<file path="src/rtl/debug_host.sv">
// ============================================================================
// Module   : debug_host
// Purpose  : Host side of the debug link. Sends a one-byte command via UART TX
//            and packs the returned UART RX bytes LSB-first into one frame.
//            Optional inter-byte timeout: define DEBUG_HOST_TIMEOUT_EN.
// Revision : 1.0 - initial release
// ============================================================================
`default_nettype none

module debug_host #(
  parameter int NUM_BYTES   = 40,
  parameter int FRAME_W     = 320,
  parameter int TIMEOUT_CYC = 1000000
) (
  input  logic               clk,
  input  logic               rst_n,
  input  logic               cmd_valid,
  input  logic [7:0]         cmd_byte,
  output logic               cmd_ready,
  output logic [7:0]         tx_dato_in,
  output logic               tx_start,
  input  logic               tx_done,
  input  logic [7:0]         rx_dato_out,
  input  logic               rx_done,
  output logic [FRAME_W-1:0] frame_out,
  output logic               frame_valid,
  output logic               busy,
  output logic               error
);

  localparam int c_IDX_W = $clog2(NUM_BYTES + 1);
  localparam logic [c_IDX_W-1:0] c_CNT_FRAME = c_IDX_W'(NUM_BYTES);
  localparam logic [c_IDX_W-1:0] c_CNT_ACK   = c_IDX_W'(1);

  typedef enum logic [2:0] {
    S_IDLE    = 3'd0,
    S_SEND    = 3'd1,
    S_WAIT_TX = 3'd2,
    S_RECV    = 3'd3,
    S_DONE    = 3'd4
  } state_t;

  if ((FRAME_W != NUM_BYTES * 8) || (TIMEOUT_CYC < 1)) begin : g_cfg_check
    $error("debug_host: FRAME_W must equal NUM_BYTES*8 and TIMEOUT_CYC must be >= 1");
  end

  state_t               r_state;
  state_t               w_state_next;
  logic [7:0]           r_cmd;
  logic [c_IDX_W-1:0]   r_expected;
  logic [c_IDX_W-1:0]   r_idx;
  logic [FRAME_W-1:0]   r_frame;
  logic                 r_error;

  logic                 w_is_frame_cmd;
  logic                 w_is_ack_cmd;
  logic                 w_accept;
  logic                 w_reject;
  logic                 w_collect;
  logic                 w_wr;
  logic [c_IDX_W-1:0]   w_idx_inc;
  logic                 w_tmo_hit;

  assign w_is_frame_cmd = (cmd_byte == 8'h63) || (cmd_byte == 8'h73);
  assign w_is_ack_cmd   = (cmd_byte == 8'h61);
  assign w_accept       = (r_state == S_IDLE) && cmd_valid && (w_is_frame_cmd || w_is_ack_cmd);
  assign w_reject       = (r_state == S_IDLE) && cmd_valid && !(w_is_frame_cmd || w_is_ack_cmd);

  // Bytes are already captured in WAIT_TX: the far end may answer before tx_done.
  assign w_collect = (r_state == S_WAIT_TX) || (r_state == S_RECV);
  assign w_wr      = w_collect && rx_done && (r_idx < r_expected);
  assign w_idx_inc = r_idx + c_IDX_W'(1);

`ifdef DEBUG_HOST_TIMEOUT_EN
  localparam int c_TMO_W = $clog2(TIMEOUT_CYC + 1);
  logic [c_TMO_W-1:0] r_tmo;

  always_ff @(posedge clk or negedge rst_n) begin
    if (!rst_n) begin
      r_tmo <= '0;
    end else if (!w_collect || rx_done) begin
      r_tmo <= '0;
    end else begin
      r_tmo <= r_tmo + c_TMO_W'(1);
    end
  end

  assign w_tmo_hit = w_collect && !rx_done && (r_tmo == c_TMO_W'(TIMEOUT_CYC - 1));
`else
  assign w_tmo_hit = 1'b0;
`endif

  always_comb begin
    w_state_next = r_state;
    case (r_state)
      S_IDLE:    if (w_accept) w_state_next = S_SEND;
      S_SEND:    w_state_next = S_WAIT_TX;
      S_WAIT_TX: begin
        if (w_tmo_hit)    w_state_next = S_IDLE;
        else if (tx_done) w_state_next = S_RECV;
      end
      S_RECV: begin
        // Second term covers a response that completed entirely inside WAIT_TX.
        if (w_tmo_hit)
          w_state_next = S_IDLE;
        else if ((w_wr && (w_idx_inc == r_expected)) || (r_idx >= r_expected))
          w_state_next = S_DONE;
      end
      S_DONE:    w_state_next = S_IDLE;
      default:   w_state_next = S_IDLE;
    endcase
  end

  always_ff @(posedge clk or negedge rst_n) begin
    if (!rst_n) begin
      r_state    <= S_IDLE;
      r_cmd      <= '0;
      r_expected <= '0;
      r_idx      <= '0;
      r_frame    <= '0;
      r_error    <= 1'b0;
    end else begin
      r_state <= w_state_next;
      r_error <= w_reject || w_tmo_hit;
      if (w_accept) begin
        r_cmd      <= cmd_byte;
        r_expected <= w_is_frame_cmd ? c_CNT_FRAME : c_CNT_ACK;
        r_idx      <= '0;
        r_frame    <= '0;
      end else if (w_wr) begin
        r_idx <= w_idx_inc;
        for (int b = 0; b < NUM_BYTES; b++) begin
          if (r_idx == c_IDX_W'(b)) r_frame[b*8 +: 8] <= rx_dato_out;
        end
      end
    end
  end

  assign cmd_ready   = (r_state == S_IDLE);
  assign busy        = (r_state != S_IDLE);
  assign tx_start    = (r_state == S_SEND);
  assign frame_valid = (r_state == S_DONE);
  assign tx_dato_in  = r_cmd;
  assign frame_out   = r_frame;
  assign error       = r_error;

endmodule

`default_nettype wire

</file>
<file path="config.mk">
export PLATFORM = sky130hd
export DESIGN_NAME = debug_host
export DESIGN_NICKNAME = d
export VERILOG_FILES = /design/src/rtl/debug_host.sv
export SDC_FILE = /design/constraint.sdc
export NUM_CORES = 1
export LEC_CHECK = 0
export ABC_CLOCK_PERIOD_IN_PS = 3300
export CORE_UTILIZATION = 46
export CTS_CLUSTER_SIZE = 20
export DETAILED_ROUTE_END_ITERATION = 6
export GPL_TIMING_DRIVEN = 1
export PLACE_DENSITY = 0.76
export SLEW_MARGIN = 10
export SYNTH_ARGS = -nofsm -noshare
export SYNTH_HDL_FRONTEND = slang
export SYNTH_SLANG_ARGS = --single-unit
</file>
<file path="constraint.sdc">
create_clock -name clk -period 3.3 [get_ports clk]
set_clock_uncertainty 0.05 [all_clocks]
set_input_delay 0.495 -clock clk [delete_from_list [all_inputs] [get_ports clk]]
set_output_delay 0.495 -clock clk [all_outputs]
set_load 0.01 [all_outputs]
</file>
Figure 1. Placed standard cells (run 1).
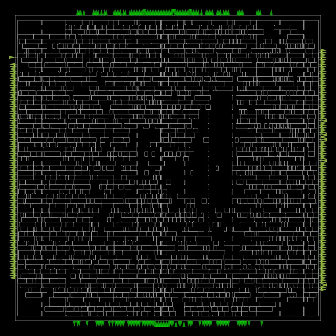
share of the final layout cell area in sequential cells: 0.4408
final non-filler cell total: 2,069
area of the core region: 29,870 sq um
Well Taps: 390
flop count: 340

Figure 2. Drive-strength map (run 1).
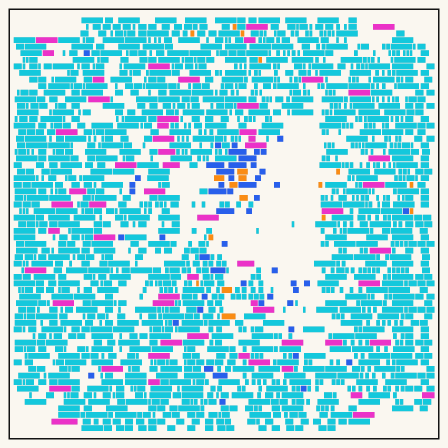
legend:
  x2:
    colour: orange
    cells: 18
    most_used: buf_2
  x6 and larger:
    colour: magenta
    cells: 58
    most_used: clkbuf_16
  x3 and x4:
    colour: blue
    cells: 51
    most_used: buf_4
  x1 and smaller:
    colour: cyan
    cells: 1,552
    most_used: clkdlybuf4s50_1
Buffers excl. clock: 400
area delta synth->final: 37.01%
area of all placed cells without fillers: 19,300 sq um
worst setup slack after layout: 0.3902 ns

==> impl_results.html, run 1 <==
<h3>Run summary</h3>
<table>
<tr><th>Metric</th><th>Value</th></tr>
<tr><th colspan="2">Drt</th></tr>
<tr><td>Total Routed Length</td><td>41,570 microns</td></tr>
<tr><td>Average wire per standard cell</td><td>20.09 microns</td></tr>
<tr><td>Number of vias per cell after detailed routing</td><td>5.364</td></tr>
<tr><th colspan="2">Die</th></tr>
<tr><td>Number of rows in the core area</td><td>63</td></tr>
<tr><td>Number of placed I/O pins</td><td>354</td></tr>
<tr><th colspan="2">Yosys</th></tr>
<tr><td>Post-synth top cells</td><td>sky130_fd_sc_hd__dfrtp_1, sky130_fd_sc_hd__mux2i_1, sky130_fd_sc_hd__nor2_1, sky130_fd_sc_hd__o21ai_1, sky130_fd_sc_hd__nand2_1</td></tr>
<tr><td>Max-area cell share</td><td>0.6040</td></tr>
<tr><td>Tally of unique sky130hd cells used after synthesis</td><td>51</td></tr>
<tr><td>Ys cells</td><td>1,318</td></tr>
<tr><th colspan="2">Power</th></tr>
<tr><td>Pleak</td><td>9.470 nW</td></tr>
<tr><td>Cell area power density</td><td>674.3 nW/um^2</td></tr>
<tr><th colspan="2">CTS</th></tr>
<tr><td>Cell at the root of the clock tree</td><td>sky130_fd_sc_hd__clkbuf_16</td></tr>
<tr><td>CTS max path bufs</td><td>3</td></tr>
<tr><td>Clock slew at the register clock pins of the worst setup and hold paths</td><td>0.06 ns</td></tr>
<tr><td>Insertion delay at the late pin of the worst-skew pair</td><td>0.52 ns</td></tr>
<tr><td>Number of buffers inserted during clock tree synthesis</td><td>36</td></tr>
<tr><th colspan="2">Flow run</th></tr>
<tr><td>OpenROAD warning count</td><td>31</td></tr>
<tr><th colspan="2">Final timing</th></tr>
<tr><td>Setup repair after global routing missed its margin</td><td>no</td></tr>
<tr><td>Final hold violations</td><td>0</td></tr>
<tr><td>Time the final worst path needs with I/O delays and setup</td><td>2.910 ns</td></tr>
<tr><td>FMAX</td><td>343.7 MHz</td></tr>
<tr><th colspan="2">Global routing</th></tr>
<tr><td>Global-route usage over all layers</td><td>0.2696</td></tr>
<tr><td>First-pass GRT wire length</td><td>64,860 microns</td></tr>
<tr><th colspan="2">Critical path</th></tr>
<tr><td>Critical-path cell with the highest stage delay</td><td>sky130_fd_sc_hd__nor4_4</td></tr>
<tr><td>Sort of element at the start of the critical path</td><td>register</td></tr>
<tr><th colspan="2">Run status</th></tr>
<tr><td>Run status</td><td>finished, final reports clean</td></tr>
<tr><th colspan="2">Placed design</th></tr>
<tr><td>HPWL Detailed</td><td>27,620 microns</td></tr>
</table>
Figure 3. Close-up of the layout (run 1).
Window x 123 to 143, y 123 to 143 microns. Cells in grey, sequential cells in the stronger grey; small squares are vias.
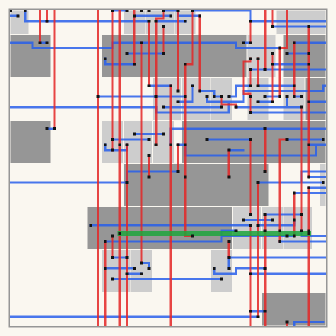
legend:
  M2:
    colour: red
  M1:
    colour: blue
  M3:
    colour: green
netlist names of flops here include: `frame_out` (4)
cells with their middle in the window: 23
most frequent: nand2_1 (11), o21ai_1 (6), dfrtp_1 (4)
sequential cells in the window: 4

==> run 1: through the flow <==
stage	utilization	area, sq um
after floorplan	-	14090
after global placement	0.6069	18130
after detailed placement	0.6069	18130
after CTS	0.6461	19300
after global routing	0.6461	19300
final	0.6461	19300
==> run 1: worst reg2reg max path, delay by kind of cell (launching register included) <==
kind	cells	cell delay (ns)
mux	1	0.28
fa+ha+maj	1	0.35
compound gates	1	0.46
flops	1	0.62
simple gates	3	1.01
==> run 1: path summary, 6_finish.rpt <==
check,to,cells after the start
setup / recovery,frame_out[0]$_DFFE_PN0P_,6
hold / removal,frame_out[109]$_DFFE_PN0P_,3
setup reg to reg,frame_out[0]$_DFFE_PN0P_,6
hold reg to reg,tx_dato_in[6]$_DFFE_PN0N_,1
max in group asynchronous,frame_out[241]$_DFFE_PN0P_,3
min in group asynchronous,frame_out[22]$_DFFE_PN0P_,2
==> run 1: layout by cell type, fill, tap and decap left out, types with 12 or more instances in the layout <==
cell,count
sky130_fd_sc_hd__nand3_1,122
sky130_fd_sc_hd__dfrtp_1,340
sky130_fd_sc_hd__clkbuf_16,37
sky130_fd_sc_hd__mux2i_1,163
sky130_fd_sc_hd__buf_4,39
sky130_fd_sc_hd__o21ai_1,157
sky130_fd_sc_hd__nand2_1,154
sky130_fd_sc_hd__nor2_1,163
sky130_fd_sc_hd__clkbuf_1,12
sky130_fd_sc_hd__nand4_1,12
sky130_fd_sc_hd__clkdlybuf4s50_1,344
==> run 1: final cells by class <==
type | count | area share
clock buffers | 59 | 0.05744
clock inverters | 4 | 0.002723
inverters | 8 | 0.001556
multi-input cells | 868 | 0.2680
flip-flops and latches | 340 | 0.4408
well taps | 390 | 0.02528
repair buffers | 400 | 0.2042
==> run 1: routing by layer <==
metal	part of all wire	wire, microns	GRT usage
met5	0	0	0
met4	0.020	815	0.07184
met3	0.085	3523	0.07453
met2	0.48	19800	0.4338
met1	0.42	17440	0.3585
==> run 1: cell families after synthesis <==
kind of cell / share of synthesized area
adders and majority gates: 0.006217
muxes: 0.1158
and+or+nand+nor: 0.1730
buffers and inverters: 0.03055
xor gates and xnor gates: 0.003108
DFF: 0.6040
AOI/OAI and AO/OA: 0.06732
==> run 1: flip-flops by register name, summed over array words and instances (netlist names) <==
register / count
error: 1
frame_out: 320
r_expected: 2
r_idx: 6
r_state: 3
tx_dato_in: 8
==> run 1: power by group <==
group | internal (W) | switching [W] | total, W
Sequential | 0.00489 | 0.000509 | 0.00540
Clock | 0.00237 | 0.00161 | 0.00398
Combinational | 0.00178 | 0.00185 | 0.00363
==> run 2, diff against run 1 <==
--- a/config.mk
+++ b/config.mk
@@ -8,3 +8,4 @@
 export ABC_CLOCK_PERIOD_IN_PS = 3300
-export CORE_UTILIZATION = 46
+export CORE_ASPECT_RATIO = 0.7
+export CORE_UTILIZATION = 49
 export CTS_CLUSTER_SIZE = 20
@@ -12,3 +13,3 @@
 export GPL_TIMING_DRIVEN = 1
-export PLACE_DENSITY = 0.76
+export PLACE_DENSITY = 0.8
 export SLEW_MARGIN = 10
--- a/constraint.sdc
+++ b/constraint.sdc
@@ -4,2 +4,2 @@
 set_output_delay 0.495 -clock clk [all_outputs]
-set_load 0.01 [all_outputs]
+set_load 0.1 [all_outputs]
Figure 4. Pin map (run 2).
Scale bar: 50 microns. Pins as bars across the die edge, other pins in grey.
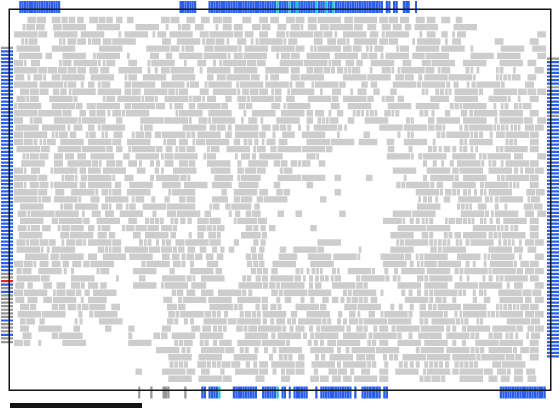
legend:
  `frame_out`:
    colour: blue
    pins: 320
    direction: output
    edge: 98 north, 81 east, 75 south, 66 west
  `cmd_valid`:
    colour: red
    pins: 1
    direction: input
    edge: west
  `rx_dato_out`:
    colour: cyan
    pins: 8
    direction: input
    edge: 6 north, 2 south
all pins by edge: 104 north, 84 east, 83 west, 83 south
die boundary height: 143.9 microns
IO buf count: 353
Die X: 204.7 microns

==> run 2 against run 1 <==
Net effect: clock-buffer cell count down 11; flip-flop count stayed put; combinational power is 130% higher; critical path depth up 1; synthesized cell count stayed put; power up 35%; worst setup slack better by 0.076 ns; sequential share of layout area is 0.85 points higher; utilization is 3.0 points higher; global-route usage rose by 2.0 points.
==> impl_results.html, run 2 <==
<h3>Run summary</h3>
<table>
<tr><th>Metric</th><th>Value</th></tr>
<tr><th colspan="2">Final timing</th></tr>
<tr><td>Worst setup slack after layout</td><td>0.4665 ns</td></tr>
<tr><td>Time the final worst path needs with I/O delays and setup</td><td>2.834 ns</td></tr>
<tr><td>Setup repair after global routing missed its margin</td><td>no</td></tr>
<tr><td>Final hold violations</td><td>0</td></tr>
<tr><td>FMAX</td><td>352.9 MHz</td></tr>
<tr><th colspan="2">Flow run</th></tr>
<tr><td>OpenROAD warning count</td><td>29</td></tr>
<tr><th colspan="2">Power</th></tr>
<tr><td>Cell area power density</td><td>931.2 nW/um^2</td></tr>
<tr><td>Pleak</td><td>9.734 nW</td></tr>
<tr><th colspan="2">Cells and area</th></tr>
<tr><td>Post-Route Utilization</td><td>0.6760</td></tr>
<tr><td>Most frequent logic cell in the layout</td><td>sky130_fd_sc_hd__dfrtp_1</td></tr>
<tr><td>Area of all placed cells without fillers</td><td>18,940 sq um</td></tr>
<tr><td>Dominant logic cell types in the final layout</td><td>sky130_fd_sc_hd__dfrtp_1, sky130_fd_sc_hd__clkdlybuf4s50_1, sky130_fd_sc_hd__buf_4, sky130_fd_sc_hd__mux2i_1, sky130_fd_sc_hd__nor2_1</td></tr>
<tr><td>Area delta synth-&gt;final</td><td>34.42%</td></tr>
<tr><th colspan="2">Critical path</th></tr>
<tr><td>Worst reg2reg endpoint</td><td>frame_out[3]$_DFFE_PN0P_</td></tr>
<tr><td>Critical-path cell with the highest stage delay</td><td>sky130_fd_sc_hd__nor4_4</td></tr>
<tr><td>R2r worst-path depth</td><td>7</td></tr>
<tr><td>Sort of element at the start of the critical path</td><td>register</td></tr>
<tr><th colspan="2">Run status</th></tr>
<tr><td>Run status</td><td>finished, final reports clean</td></tr>
<tr><th colspan="2">Global routing</th></tr>
<tr><td>Global-route usage over all layers</td><td>0.2900</td></tr>
<tr><td>GR met3 Demand/Resource</td><td>0.07052</td></tr>
<tr><td>Global Route met2 Usage</td><td>0.4415</td></tr>
<tr><td>First-pass GRT wire length</td><td>64,960 microns</td></tr>
<tr><td>GR Layer Usage met1</td><td>0.4064</td></tr>
<tr><th colspan="2">Die</th></tr>
<tr><td>Number of placed I/O pins</td><td>354</td></tr>
<tr><td>Number of rows in the core area</td><td>51</td></tr>
<tr><th colspan="2">Worst hold path</th></tr>
<tr><td>Worst Hold Endpoint</td><td>frame_out[71]$_DFFE_PN0P_</td></tr>
<tr><td>Cell depth of the worst min-delay path</td><td>3</td></tr>
<tr><th colspan="2">Drt</th></tr>
<tr><td>Average wire per standard cell</td><td>20.92 microns</td></tr>
<tr><td>Total Routed Length</td><td>42,810 microns</td></tr>
<tr><td>Number of vias per cell after detailed routing</td><td>5.602</td></tr>
<tr><th colspan="2">CTS</th></tr>
<tr><td>Insertion delay at the late pin of the worst-skew pair</td><td>0.51 ns</td></tr>
<tr><td>Cell at the root of the clock tree</td><td>sky130_fd_sc_hd__clkbuf_16</td></tr>
<tr><td>Number of buffers inserted during clock tree synthesis</td><td>35</td></tr>
<tr><th colspan="2">Placed design</th></tr>
<tr><td>Placed instance area</td><td>17,800 sq um</td></tr>
<tr><td>HPWL Detailed</td><td>29,340 microns</td></tr>
<tr><th colspan="2">Yosys</th></tr>
<tr><td>Tally of unique sky130hd cells used after synthesis</td><td>51</td></tr>
<tr><td>Post-synth top cells</td><td>sky130_fd_sc_hd__dfrtp_1, sky130_fd_sc_hd__mux2i_1, sky130_fd_sc_hd__nor2_1, sky130_fd_sc_hd__o21ai_1, sky130_fd_sc_hd__nand2_1</td></tr>
<tr><td>Ys cells</td><td>1,318</td></tr>
</table>
run 2: netlist changes by cell type in the layout (fill, tap and decap cells not counted), moves of 2 or more:
cell	delta
sky130_fd_sc_hd__clkbuf_16	-2
sky130_fd_sc_hd__clkdlybuf4s50_1	-136
sky130_fd_sc_hd__buf_2	-6
sky130_fd_sc_hd__buf_12	+2
sky130_fd_sc_hd__clkbuf_8	-2
sky130_fd_sc_hd__clkbuf_1	-7
sky130_fd_sc_hd__buf_4	+139
sky130_fd_sc_hd__clkinv_2	+7
run 2: kinds of logic (layout without fill, tap and decap cells):
kind of cell	count (synthesis)	count (layout)	share of synthesized area
DFF	340	340	0.6040
xor gates and xnor gates	5	5	0.003108
AOI/OAI and AO/OA	181	181	0.06732
adders and majority gates	7	7	0.006217
muxes	163	163	0.1158
and+or+nand+nor	512	512	0.1730
buffers and inverters	110	467	0.03055
run 2: routing by layer:
metal	wire length [microns]	part of all wire
met1	18370	0.43
met4	1121	0.026
met5	0	0
met3	3645	0.085
met2	19670	0.46
run 2: how the worst max path moves through the flow:
stage | depth (start not counted) | slack (ns) | endpoint
after global placement | 6 | 0.48 | frame_out[1]$_DFFE_PN0P_
after floorplan | 2 | 0.04 | frame_valid
after global routing | 7 | 0.26 | frame_out[3]$_DFFE_PN0P_
after CTS | 7 | 0.47 | frame_out[3]$_DFFE_PN0P_
after detailed placement | 7 | 0.39 | frame_out[25]$_DFFE_PN0P_
final | 7 | 0.47 | frame_out[3]$_DFFE_PN0P_
run 2: critical path: cells and delay by family (launching register included):
| family | cells | cell delay [ns] |
|---|---|---|
| AND/OR/NAND/NOR | 3 | 1.29 |
| AND-OR/OR-AND | 1 | 0.30 |
| flip-flops | 1 | 0.40 |
| multiplexers | 1 | 0.28 |
| buffers and inverters | 1 | 0.14 |
| adder cells (fa/ha/maj) | 1 | 0.26 |
run 2: where the power goes:
part | switching, W | total, W | internal, W
Combinational | 0.00671 | 0.00836 | 0.00165
Clock | 0.00160 | 0.00388 | 0.00229
Sequential | 0.000497 | 0.00539 | 0.00489
Total | 0.00880 | 0.0176 | 0.00883
run 2: final cells by class:
class	instances	area, sq um	area share
Clock buffer	48	1005	0.05306
Clock inverter	12	117.6	0.006211
Inverter	8	30.03	0.001586
Multi-Input combinational cell	868	5177	0.2734
Sequential cell	340	8508	0.4493
Tap cell	371	464.2	0.02451
Timing Repair Buffer	399	3633	0.1919
run 2: stage by stage:
| step | hold slack (ns) | instances |
|---|---|---|
| 2_1_floorplan | 0.1494 | 1318 |
| 3_3_place_gp | 0.3993 | 1985 |
| 3_5_place_dp | 0.4007 | 1985 |
| 4_1_cts | 0.3244 | 2046 |
| 5_1_grt | 0.3251 | 2046 |
| 6_report | 0.3462 | 2046 |
No activity file was given, so power comes from the tool's default toggle rates.
